m3.png
Drawn at 6 px/µm. Cells faint in the background.
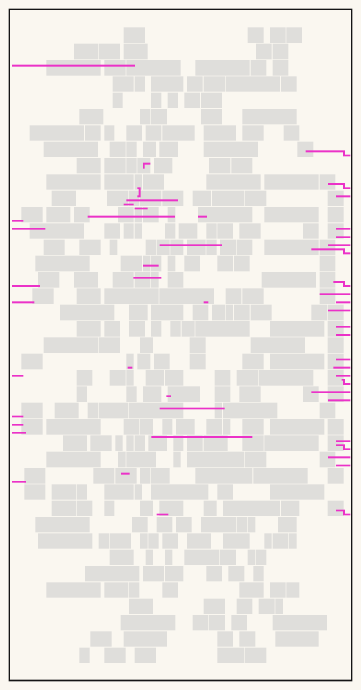
clock_wires.png
Drawn at 4 px/µm.
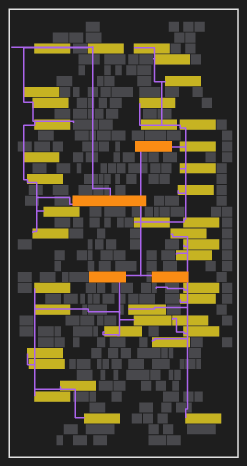
## src/rtl/chaos_xpander_stream_if.sv

```systemverilog
// Chaos-word input handshake and expanded-beat output stream for chaos_xpander_stream.
// The i_data_bit member exists only when CHAOS_XPND_INVERT_EN is defined.
interface chaos_xpander_stream_if #(
    parameter int CHAOS_W = 16,
    parameter int LANE_W  = 32,
    parameter int IDX_W   = 3
);
    logic [CHAOS_W-1:0] i_chaos;
    logic               i_chaos_valid;
    logic               o_chaos_ready;
    logic [LANE_W-1:0]  o_beat;
    logic               o_beat_valid;
    logic               i_beat_ready;
    logic               o_beat_last;
    logic [IDX_W-1:0]   o_beat_idx;
`ifdef CHAOS_XPND_INVERT_EN
    logic               i_data_bit;
`endif

    modport slave (
        input  i_chaos, i_chaos_valid, i_beat_ready,
`ifdef CHAOS_XPND_INVERT_EN
        input  i_data_bit,
`endif
        output o_chaos_ready, o_beat, o_beat_valid, o_beat_last, o_beat_idx
    );

    modport master (
        output i_chaos, i_chaos_valid, i_beat_ready,
`ifdef CHAOS_XPND_INVERT_EN
        output i_data_bit,
`endif
        input  o_chaos_ready, o_beat, o_beat_valid, o_beat_last, o_beat_idx
    );
endinterface

```

## src/rtl/chaos_xpander_stream.sv

```systemverilog
// Streaming chaos expander: latches one chaos word, emits its rotate-shuffled expansion as LANE_W beats.
// Optional macro CHAOS_XPND_INVERT_EN adds a latched data bit that inverts every beat of the word.
module chaos_xpander_stream #(
    parameter int CHAOS_W     = 16,
    parameter int XPND_FACTOR = 16,
    parameter int LANE_W      = 32,
    parameter int ROT_STEP    = 5
) (
    input  logic                    i_clk,
    input  logic                    i_rst_n,
    chaos_xpander_stream_if.slave   bus
);
    localparam int XW    = CHAOS_W * XPND_FACTOR;
    localparam int NB    = XW / LANE_W;
    localparam int IDX_W = (NB > 1) ? $clog2(NB) : 1;
    localparam logic [IDX_W-1:0] LAST_IDX = IDX_W'(NB - 1);

    generate
        if ((XW % LANE_W) != 0) begin : g_lane_chk
            $error("LANE_W must divide CHAOS_W*XPND_FACTOR");
        end
        if ((ROT_STEP < 0) || (ROT_STEP >= CHAOS_W)) begin : g_rot_chk
            $error("ROT_STEP must lie in 0..CHAOS_W-1");
        end
    endgenerate

    // Segment s is the chaos word rotated left by (s*ROT_STEP) mod CHAOS_W; amounts are loop constants.
    function automatic logic [XW-1:0] expand(input logic [CHAOS_W-1:0] c);
        logic [2*CHAOS_W-1:0] dbl;
        logic [XW-1:0]        res;
        int                   rot;
        res = '0;
        for (int s = 0; s < XPND_FACTOR; s++) begin
            rot = (s * ROT_STEP) % CHAOS_W;
            dbl = {c, c} << rot;
            res[s*CHAOS_W +: CHAOS_W] = dbl[2*CHAOS_W-1 -: CHAOS_W];
        end
        return res;
    endfunction

    typedef enum logic [0:0] {
        ST_IDLE   = 1'b0,
        ST_STREAM = 1'b1
    } state_t;

    state_t             r_state, w_state_nxt;
    logic [CHAOS_W-1:0] r_chaos, w_chaos_nxt;
    logic               r_inv, w_inv_nxt;
    logic [IDX_W-1:0]   r_idx, w_idx_nxt;
    logic               r_valid, w_valid_nxt;
    logic               r_last, w_last_nxt;
    logic [LANE_W-1:0]  r_beat, w_beat_nxt;
    logic [XW-1:0]      w_exp;
    logic               w_xfer, w_ready, w_accept, w_data_bit;

`ifdef CHAOS_XPND_INVERT_EN
    assign w_data_bit = bus.i_data_bit;
`else
    assign w_data_bit = 1'b0;
`endif

    assign w_xfer   = r_valid & bus.i_beat_ready;
    assign w_ready  = (r_state == ST_IDLE) | (w_xfer & r_last);
    assign w_accept = w_ready & bus.i_chaos_valid;

    // Next-state logic; the next beat is precomputed so every stream output comes from a register.
    always_comb begin
        w_state_nxt = r_state;
        w_chaos_nxt = r_chaos;
        w_inv_nxt   = r_inv;
        w_idx_nxt   = r_idx;
        w_valid_nxt = r_valid;
        case (r_state)
            ST_IDLE: begin
                if (w_accept) begin
                    w_state_nxt = ST_STREAM;
                    w_idx_nxt   = '0;
                    w_valid_nxt = 1'b1;
                end else begin
                    w_idx_nxt   = '0;
                    w_valid_nxt = 1'b0;
                end
            end
            ST_STREAM: begin
                if (w_xfer && r_last && w_accept) begin
                    w_idx_nxt   = '0;
                    w_valid_nxt = 1'b1;
                end else if (w_xfer && r_last) begin
                    w_state_nxt = ST_IDLE;
                    w_idx_nxt   = '0;
                    w_valid_nxt = 1'b0;
                end else if (w_xfer) begin
                    w_idx_nxt   = r_idx + 1'b1;
                end else begin
                    w_idx_nxt   = r_idx;
                end
            end
            default: begin
                w_state_nxt = ST_IDLE;
                w_idx_nxt   = '0;
                w_valid_nxt = 1'b0;
            end
        endcase
        if (w_accept) begin
            w_chaos_nxt = bus.i_chaos;
            w_inv_nxt   = w_data_bit;
        end else begin
            w_chaos_nxt = r_chaos;
            w_inv_nxt   = r_inv;
        end
        w_exp      = expand(w_chaos_nxt);
        w_last_nxt = w_valid_nxt & (w_idx_nxt == LAST_IDX);
        if (w_valid_nxt) begin
            w_beat_nxt = w_exp[int'(w_idx_nxt)*LANE_W +: LANE_W] ^ {LANE_W{w_inv_nxt}};
        end else begin
            w_beat_nxt = '0;
        end
    end

    // State and output registers; a reset drops any partial frame.
    always_ff @(posedge i_clk or negedge i_rst_n) begin
        if (!i_rst_n) begin
            r_state <= ST_IDLE;
            r_chaos <= '0;
            r_inv   <= 1'b0;
            r_idx   <= '0;
            r_valid <= 1'b0;
            r_last  <= 1'b0;
            r_beat  <= '0;
        end else begin
            r_state <= w_state_nxt;
            r_chaos <= w_chaos_nxt;
            r_inv   <= w_inv_nxt;
            r_idx   <= w_idx_nxt;
            r_valid <= w_valid_nxt;
            r_last  <= w_last_nxt;
            r_beat  <= w_beat_nxt;
        end
    end

    assign bus.o_chaos_ready = w_ready;
    assign bus.o_beat        = r_beat;
    assign bus.o_beat_valid  = r_valid;
    assign bus.o_beat_last   = r_last;
    assign bus.o_beat_idx    = r_idx;
endmodule
```

## src/flat_wrapper.sv

```systemverilog
// flat-port wrapper written by rule: the top's interface ports become plain ports
module chaos_xpander_stream_flat 
#(
    parameter int CHAOS_W     = 16,
    parameter int XPND_FACTOR = 16,
    parameter int LANE_W      = 32,
    parameter int ROT_STEP    = 5
)
  (i_clk, i_rst_n, bus_i_chaos, bus_i_chaos_valid, bus_i_beat_ready, bus_o_chaos_ready, bus_o_beat, bus_o_beat_valid, bus_o_beat_last, bus_o_beat_idx);
  chaos_xpander_stream_if #(.CHAOS_W(CHAOS_W), .LANE_W(LANE_W)) bus_i ();
  input  logic i_clk;
  input  logic i_rst_n;
  input wire logic [$bits(bus_i.i_chaos)-1:0] bus_i_chaos;
  input wire logic [$bits(bus_i.i_chaos_valid)-1:0] bus_i_chaos_valid;
  input wire logic [$bits(bus_i.i_beat_ready)-1:0] bus_i_beat_ready;
  output wire logic [$bits(bus_i.o_chaos_ready)-1:0] bus_o_chaos_ready;
  output wire logic [$bits(bus_i.o_beat)-1:0] bus_o_beat;
  output wire logic [$bits(bus_i.o_beat_valid)-1:0] bus_o_beat_valid;
  output wire logic [$bits(bus_i.o_beat_last)-1:0] bus_o_beat_last;
  output wire logic [$bits(bus_i.o_beat_idx)-1:0] bus_o_beat_idx;
  assign bus_i.i_chaos = bus_i_chaos;
  assign bus_i.i_chaos_valid = bus_i_chaos_valid;
  assign bus_i.i_beat_ready = bus_i_beat_ready;
  assign bus_o_chaos_ready = bus_i.o_chaos_ready;
  assign bus_o_beat = bus_i.o_beat;
  assign bus_o_beat_valid = bus_i.o_beat_valid;
  assign bus_o_beat_last = bus_i.o_beat_last;
  assign bus_o_beat_idx = bus_i.o_beat_idx;
  chaos_xpander_stream #(.CHAOS_W(CHAOS_W), .XPND_FACTOR(XPND_FACTOR), .LANE_W(LANE_W), .ROT_STEP(ROT_STEP)) u_core (.i_clk(i_clk), .i_rst_n(i_rst_n), .bus(bus_i));
endmodule
```

## config.mk

```make
export PLATFORM = sky130hd
export DESIGN_NAME = chaos_xpander_stream_flat
export DESIGN_NICKNAME = d
export VERILOG_FILES = /design/src/rtl/chaos_xpander_stream_if.sv /design/src/rtl/chaos_xpander_stream.sv /design/src/flat_wrapper.sv
export SDC_FILE = /design/constraint.sdc
export NUM_CORES = 1
export LEC_CHECK = 0
export CAP_MARGIN = 15
export CORE_ASPECT_RATIO = 2
export CORE_UTILIZATION = 40
export DETAILED_ROUTE_END_ITERATION = 8
export HOLD_SLACK_MARGIN = 0.02
export PLACE_DENSITY = 0.63
export SLEW_MARGIN = 30
export SYNTH_ARGS = -nofsm -noshare
export SYNTH_HDL_FRONTEND = slang
export SYNTH_SLANG_ARGS = --single-unit
```

## constraint.sdc

```tcl
create_clock -name i_clk -period 2.65 [get_ports i_clk]
set_input_delay 0.6625 -clock i_clk [delete_from_list [all_inputs] [get_ports i_clk]]
set_output_delay 0.6625 -clock i_clk [all_outputs]
set_load 0.1 [all_outputs]
```

==> run notes <==
Item: results of the latest flow run.

- met3 track demand over resource after global routing is 2.79%.
- The sequential cells in the finished layout cover a total of 981 µm².
- Global routing consumed, on the met1 layer, 22.7% of the routing resources.
- The setup total negative slack is 0 ns.
- The timing endpoint of the critical path is u_core.bus.o_beat[24].
- The share of the core area taken by cells at floorplan is 41.7%.
- In this run the biggest area consumer among cell types represents a little over 40% of the synthesized area.
- Multi-input gates account for between 30% and 40% of the area.
- The via count of the first global-routing pass came to 2015.
- The tap cell count is 61.
- STA reports a reg2reg setup slack of roughly 0.35 ns.
- The data required time of the worst path is 2.84 ns.
- The tree is rooted in a sky130_fd_sc_hd__clkbuf_16.
- The area of combinational cells with multiple inputs is 1230 µm².
- The clock latency on the worst-skew pair is 0.27 ns.
- The final reports fail on DRC.
- The yosys cell count is 230.
- 156 cells are multi-input combinational gates.
- The capturing element type of the critical path is a flop.
- Warnings raised by the tools during the run amount to 26.
- The deepest clock path buffer count is 2.
- For this run, the register share of the synthesized area comes to 40.6%.
- met2 is the most crowded layer.
- The clock-pin slew on the worst setup and hold paths is roughly 0.06 ns.
- Synthesis produced a netlist with a net count of approximately 250.
- After clock tree synthesis, the repair step resized 0 gates.
- Detailed placement finished with a half-perimeter wire length of 4.28 mm.
- The reg-to-reg endpoint is u_core.bus.o_beat[24].
- The flow ran to the end, but the final reports show violations.
- The startpoint of the worst-slack reg-to-reg timing path is u_core.bus.o_beat_idx[0].
- The remaining design rule violation count is 15.
- The post-route non-filler standard cell count is approximately 360.
- The cell taking the most area after synthesis is sky130_fd_sc_hd__dfrtp_1.
- According to the timing report, the arrival time at the worst endpoint equals ~2.5 ns.
- Walking the worst path, the cells encountered are ha_1 -> and4b_1 -> o21a_1 -> buf_12 -> buf_4 -> a21oi_1 -> o21ai_0 -> a32oi_1 -> mux2i_1.
- The finished cells cover 3250 µm².
- The leading cell type by number of instances after synthesis is sky130_fd_sc_hd__dfrtp_1.
- The number of max-capacitance violations reported is 0.
- The relative slew slack is 43.6%.
- The number of DRC markers after the initial detailed-route iteration is about 48.
- The synthesis-to-finish area growth is 35.0%.
- After layout, the inverter instance count without clock inverters stands at 3.
- The buffer count from post-CTS setup fixing is 0.
- The worst setup path is launched from a flop.
- The number of flip-flops and latches in the synthesized netlist is 39.
- The number of hold buffers added after CTS was 0.
- The fraction of final layout cells sized beyond drive strength 1 is approximately two fifths.
- The cell area reported after detailed placement is 3060 µm².
- The core box area is 5760 µm².
- After synthesis, the cell types taking the most area are sky130_fd_sc_hd__dfrtp_1 41%, sky130_fd_sc_hd__mux2i_1 10%, sky130_fd_sc_hd__mux2_2 7.5%.
- For this run, the post-layout net count is 320.
- Input and output buffers added on the ports amount to around 57.
- The wire length per cell is between 15 and 20 µm.
- Based on the critical path, the design can be clocked at up to 434 MHz.
- The leading cell category by total area is combinational gates.
- Per the detail_route log, met3 wirelength is 199 µm.
- Logged for this run, the post-placement worst setup slack is -0.240 ns.
- TritonCTS built the clock tree.
- The number of flops mapped to enable cells by yosys is 0.
- For this run, the script counts the antenna cells in the layout as 0.
-- m3.png (at the start) --
The layer holds 3.5% of the routed length. The wires run mostly horizontal. The layer carries 199 µm of wire.

-- clock_wires.png (at the start) --
clock wires: marked purple, length 515 µm. flip-flops: marked yellow, count 39. clock-net drivers: marked orange, count 5.
There are 6 routed clock nets. Position of the flops: all over the die.

-- kinds of logic (layout without fill, tap and decap cells) --
family          Yosys count  count (layout)  synth area share, %
compound gates           80              80                 25.4
fa+ha+maj                 1               1                0.520
buf+inv                  35             105                 8.90
flops                    39              39                 40.6
mux                      40              40                 17.5
simple gates             35              35                 7.13
-- flip-flops by register name (all words and copies together) (netlist names) --
| register | count |
|---|---|
| u_core.r_state | 1 |
| u_core.r_chaos | 16 |
| u_core.bus.o_beat_valid | 1 |
| u_core.bus.o_beat_last | 1 |
| u_core.bus.o_beat_idx | 3 |
| u_core.r_inv | 1 |
| u_core.bus.o_beat | 16 |
